==> src/rtl/inv_sub_bytes_seq.sv <==
// inv_sub_bytes_seq: multi-cycle AES InvSubBytes stage.
// Substitutes BYTES_PER_CYCLE bytes of the 128-bit state per clock through
// shared inverse S-box lanes, with valid/ready handshakes on both sides.

// One inverse S-box lane: inverse affine transform, then GF(2^8) inverse.
module inv_sbox_lane (
   input  logic [7:0] a,
   output logic [7:0] y
);
   // GF(2^8) multiply modulo x^8+x^4+x^3+x+1 (0x11B)
   function automatic logic [7:0] gf_mul(input logic [7:0] m, input logic [7:0] n);
      logic [7:0] p;
      logic [7:0] x;
      p = '0;
      x = m;
      for (int i = 0; i < 8; i++) begin
         if (n[i]) p = p ^ x;
         x = {x[6:0], 1'b0} ^ (x[7] ? 8'h1B : 8'h00);
      end
      return p;
   endfunction

   // x^254 is the multiplicative inverse; 0 maps to 0 naturally
   function automatic logic [7:0] gf_inv(input logic [7:0] v);
      logic [7:0] r;
      logic [7:0] b;
      logic [7:0] e;
      r = 8'h01;
      b = v;
      e = 8'hFE;
      for (int i = 0; i < 8; i++) begin
         if (e[i]) r = gf_mul(r, b);
         b = gf_mul(b, b);
      end
      return r;
   endfunction

   logic [7:0] aff;

   // inverse affine: rotl1 ^ rotl3 ^ rotl6 ^ 0x05, then field inverse
   always_comb begin
      aff = {a[6:0], a[7]} ^ {a[4:0], a[7:5]} ^ {a[1:0], a[7:2]} ^ 8'h05;
      y   = gf_inv(aff);
   end
endmodule

module inv_sub_bytes_seq #(
   parameter int BYTES_PER_CYCLE = 4
) (
   input  logic         clk,
   input  logic         rst_n,
   input  logic         clear,
   input  logic         in_valid,
   output logic         in_ready,
   input  logic [127:0] data_in,
   output logic         out_valid,
   input  logic         out_ready,
   output logic [127:0] data_out
);
   localparam int NCH = 16 / BYTES_PER_CYCLE;
   localparam int CW  = (NCH > 1) ? $clog2(NCH) : 1;
   localparam int CHW = 8 * BYTES_PER_CYCLE;

   if (!(BYTES_PER_CYCLE == 1 || BYTES_PER_CYCLE == 2 || BYTES_PER_CYCLE == 4 ||
         BYTES_PER_CYCLE == 8 || BYTES_PER_CYCLE == 16)) begin : g_bad_param
      $error("inv_sub_bytes_seq: BYTES_PER_CYCLE must be 1, 2, 4, 8 or 16");
   end

   typedef enum logic [1:0] {IDLE, BUSY, DONE} state_t;

   state_t         state_q, state_d;
   logic [CW-1:0]  idx_q, idx_d;
   logic [127:0]   work_q, work_d;
   logic [BYTES_PER_CYCLE-1:0][7:0] lane_in, lane_out;

   // current chunk; byte 0 sits at the MSB end, so chunk idx starts at 127-idx*CHW
   always_comb lane_in = work_q[127 - int'(idx_q) * CHW -: CHW];

   for (genvar g = 0; g < BYTES_PER_CYCLE; g++) begin : g_lane
      inv_sbox_lane u_lane (.a(lane_in[g]), .y(lane_out[g]));
   end

   // next-state: clear overrides everything, chunk written back while BUSY
   always_comb begin
      state_d = state_q;
      idx_d   = idx_q;
      work_d  = work_q;
      if (clear) begin
         state_d = IDLE;
         idx_d   = '0;
      end else begin
         case (state_q)
            IDLE: if (in_valid) begin
               work_d  = data_in;
               idx_d   = '0;
               state_d = BUSY;
            end
            BUSY: begin
               work_d[127 - int'(idx_q) * CHW -: CHW] = lane_out;
               if (idx_q == CW'(NCH - 1)) begin
                  idx_d   = '0;
                  state_d = DONE;
               end else begin
                  idx_d = idx_q + 1'b1;
               end
            end
            DONE: if (out_ready) state_d = IDLE;
            default: state_d = IDLE;
         endcase
      end
   end

   // state, counter and working register
   always_ff @(posedge clk or negedge rst_n) begin
      if (!rst_n) begin
         state_q <= IDLE;
         idx_q   <= '0;
         work_q  <= '0;
      end else begin
         state_q <= state_d;
         idx_q   <= idx_d;
         work_q  <= work_d;
      end
   end

   // handshakes decode registered state only: no input-to-output comb paths
   assign in_ready  = (state_q == IDLE);
   assign out_valid = (state_q == DONE);
   assign data_out  = work_q;
endmodule

==> config.mk <==
export PLATFORM = sky130hd
export DESIGN_NAME = inv_sub_bytes_seq
export DESIGN_NICKNAME = d
export VERILOG_FILES = /design/src/rtl/inv_sub_bytes_seq.sv
export SDC_FILE = /design/constraint.sdc
export NUM_CORES = 2
export LEC_CHECK = 0
export CORE_MARGIN = 4
export CORE_UTILIZATION = 30
export CTS_BUF_LIST = sky130_fd_sc_hd__clkbuf_4
export CTS_CLUSTER_DIAMETER = 40
export DETAILED_ROUTE_END_ITERATION = 10
export PLACE_DENSITY_LB_ADDON = 0.25
export SYNTH_ARGS = -nofsm -noshare
export SYNTH_HDL_FRONTEND = slang
export SYNTH_SLANG_ARGS = --single-unit
==> constraint.sdc <==
create_clock -name clk -period 19.4 [get_ports clk]
set_input_delay 3.88 -clock clk [delete_from_list [all_inputs] [get_ports clk]]
set_output_delay 3.88 -clock clk [all_outputs]
set_load 0.005 [all_outputs]
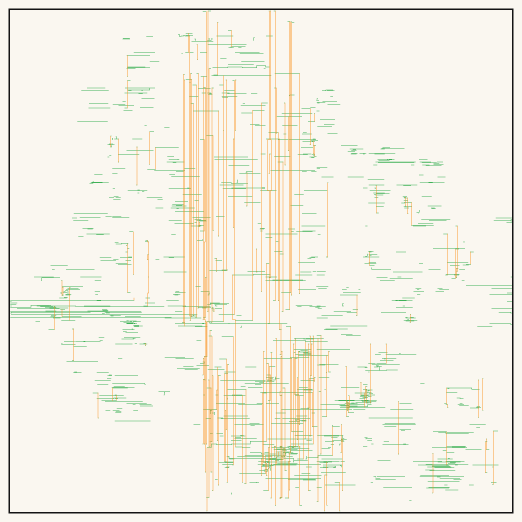
(metal layers overlaid)
Two of the layers only.
layer	colour	wire length
M3	green	11200 um
M4	orange	13900 um

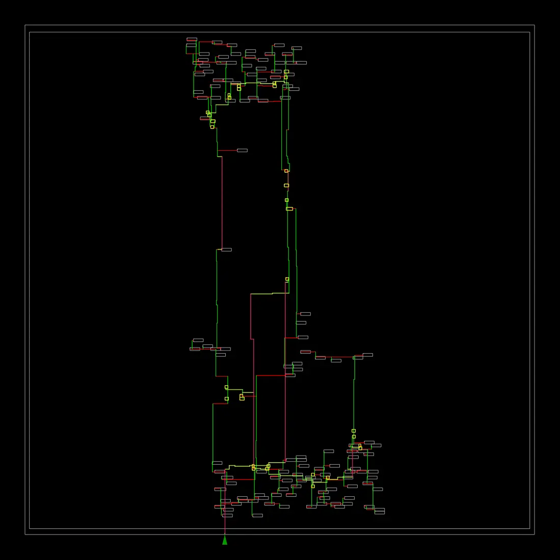
(clock routing)
Flop Count: 132

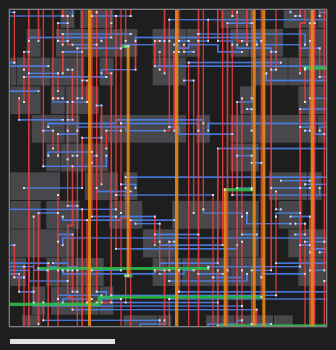
(layout detail)
Bar = 10 um. Region (222, 222) to (252, 252) um. Cells in grey, sequential cells in the stronger grey; small squares are vias.
layer	colour
M3	green
M2	red
M1	blue
M4	orange
most frequent	xnor2_1 (20), nor2_1 (16), nand2_1 (8)
cells with their middle in the window	62
sequential cells in the window	0

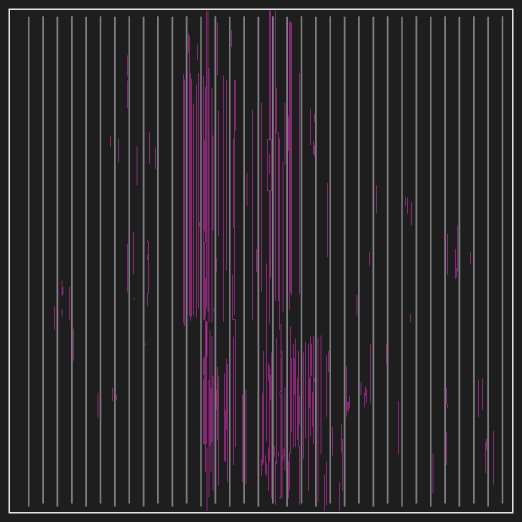
(metal 4)
Supply wires on this layer in grey.
wire length on this layer	13900 um
longest straight run	284 um

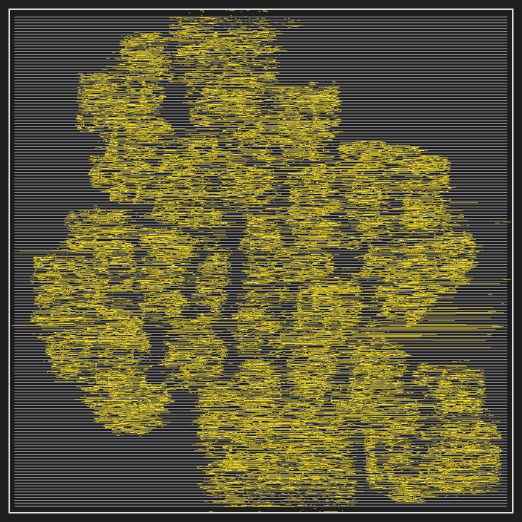
(metal 1)
Supply wires on this layer in grey.
nets with wire on the layer	8404
wire length on this layer	105 mm
longest straight run	127 um
main direction	horizontal

==> results_slide.txt <==
Implementation Results

Logic synthesis
  • Yosys Instances: between 8000 and 9000
  • Complex-gate fraction of the synthesized area: about a fifth
  • FA/HA/MAJ Cells, Area Fraction: 0.782%
  • Synth Register Bits: 132
  • YS chip area: 65300 um^2
  • MUX area fraction: under 10%
  • Nets at Floorplan: ~8900
  • Synth cell types: about 130
  • Simple share: between 20% and 30%
  • Yosys xor share: 43.9%
  • Gate Count Post-Synth: around 8700
  • Dominant flop cell: dfrtp_1
  • Count of warnings emitted by yosys: 0
  • Mapped Area: 65300 um^2
  • Cell area leaders: xnor2_1 (21%), xnor3_1 (8.2%), nor2_1 (7.2%)
  • Synth top area share: 21.2%
  • Count leader, synth: xnor2_1
  • Post-Syn Area per Cell: between 7 and 8 um^2
  • Asr flop ratio synth: 100%
  • Post-synth top cells: xnor2_1 (1578), nor2_1 (1250), nand2_1 (906)
  • Area leader, netlist: xnor2_1

STA
  • Post-route setup slack: 0.889 ns
  • Worst slew pin tran: 1.23 ns
  • Minimum clock period: 18.51 ns
  • Final worst-path cycle share: 95.4%
  • Unrepaired setup endpoints after global routing: false
  • Relative slew slack: 17.6%
  • Final setup fails: 0
  • Final setup skew: 0.0715 ns
  • Hold Slack: roughly 0.52 ns
  • Pins Over Slew Limit: 0
  • Setup TNS: 0 ns
  • Final Hold Fails: 0

Floorplanning
  • I/O Pins: 263
  • Die X: 474 um
  • Die area: around 230000 um^2
  • FP Util: 30.3%
  • Std cell rows: approximately 170

CTS
  • H-tree depth: 4
  • CTS tree: done
  • Later-pin clock latency in the skew report: 0.79 ns
  • Clk buf depth: 2
  • CTS root buf: clkbuf_4
  • Hold Buf Count CTS: 0
  • Clock buffer count from CTS: 17

Critical path
  • Worst stage delay on the critical path: 0.78 ns
  • CP max-delay cell: mux4_2
  • Worst Setup End Kind: flop
  • Crit path DAT: approximately 19 ns
  • Most frequent CP cell: xnor3_1
  • Worst setup endpoint: data_out[27]
  • Reg2reg path depth: 59
  • RR Startpoint: idx_q[0]
  • WP data required: around 20 ns
  • Critical path peak fanout: 16
  • R2r setup slk: 0.89 ns
  • CP Class: flop to flop
  • Worst setup SP type: flop
  • R2R Path End: data_out[27]

Detailed routing
  • Met1 WL: between 100 and 150 mm
  • DR vias/cell: roughly 5.5
  • Drt first pass iters: 7
  • Wire per inst: between 20 and 25 um
  • Via count: between 60000 and 70000
  • Iter 0 DRT Violations: 5796
  • DRC Markers: 0
  • DR WL met2: approximately 110 mm
  • Number of routed nets with antenna violations: 0

Global routing
  • GRT met1 Usage: a little over a quarter
  • Met3 global-route usage: 1.21%
  • GRT met2 Usage: about 34%
  • GRT busiest layer: met2
  • Tot GR Track Use: between 20% and 30%
  • Initial antenna violation count: 17

Worst hold path
  • Worst hold start: data_out[48]
  • Worst hold path stage count: 2

Place
  • Dpl hpwl: around 180 mm
  • Placed cell count: approximately 12000
  • Port Buffers: ~260
  • Dpl ws: -0.380 ns
  • Post-place instance area: slightly above 70000 um^2

Job
  • Max-cap violations: 0
  • Count of tool warnings: 29

Finish
  • Post-layout util: between 30% and 40%
  • Layout cell share with drive strength beyond 1: 11.0%
  • P&R area growth vs syn: 11.2%
  • Net count, final: between 8000 and 9000

Outcome
  • Status: completed
## sequential cells by signal (all words and copies together), names as in the netlist
name,cells
data_out,128
idx_q,2
state_q,2
## worst max-delay path, delay by kind of cell, from the launching register on
family | cells | cell delay [ns]
xor+xnor | 33 | 11.53
compound gates | 5 | 1.05
simple gates | 15 | 2.87
flops | 1 | 0.68
fa+ha+maj | 2 | 1.01
mux | 1 | 0.78
buf+inv | 3 | 0.41
## cell type report
cell class              instances  area [um^2]
well taps                    2838         3550
diodes                         14         35.0
clock inverters                15          136
repair buffers                647         5570
fillers                     22743       143000
clock buffers                  17          128
inverters                     100          375
flip-flops and latches        132         3310
multi-input cells            7898        59500
## layout by cell type (no fill, tap or decap), types with 30 or more instances in the layout
cell             count
xnor2_2            185
xor2_2              62
ha_1                32
nor3_1             204
a31oi_1             85
nand4_1             41
mux2i_1            239
o221ai_1            30
o21ai_0            387
xor3_1              34
nor2_1            1247
xnor2_4             33
xor2_1             417
o22ai_1            109
o21ai_1            123
o211ai_1            67
mux4_2              36
or3_1               43
nand3_1            215
nand2b_1            56
dfrtp_1            130
buf_4              382
xnor2_1           1523
a211oi_1            72
nor2b_1             61
a22oi_1            113
nand2_1            905
and2_1              51
inv_1               73
and3_1              62
mux2_2              53
a21oi_1            511
clkdlybuf4s50_1    261
xnor3_1            235
xnor3_2             32
## what timing repair did
item | in CTS | in global routing
resized | 2 | 29
hold endpoints to repair | 0 | 0
buffers inserted | 1 | 16
pin swaps | 0 | 3
setup endpoints to repair | 10 | 126
cloned | 0 | 2
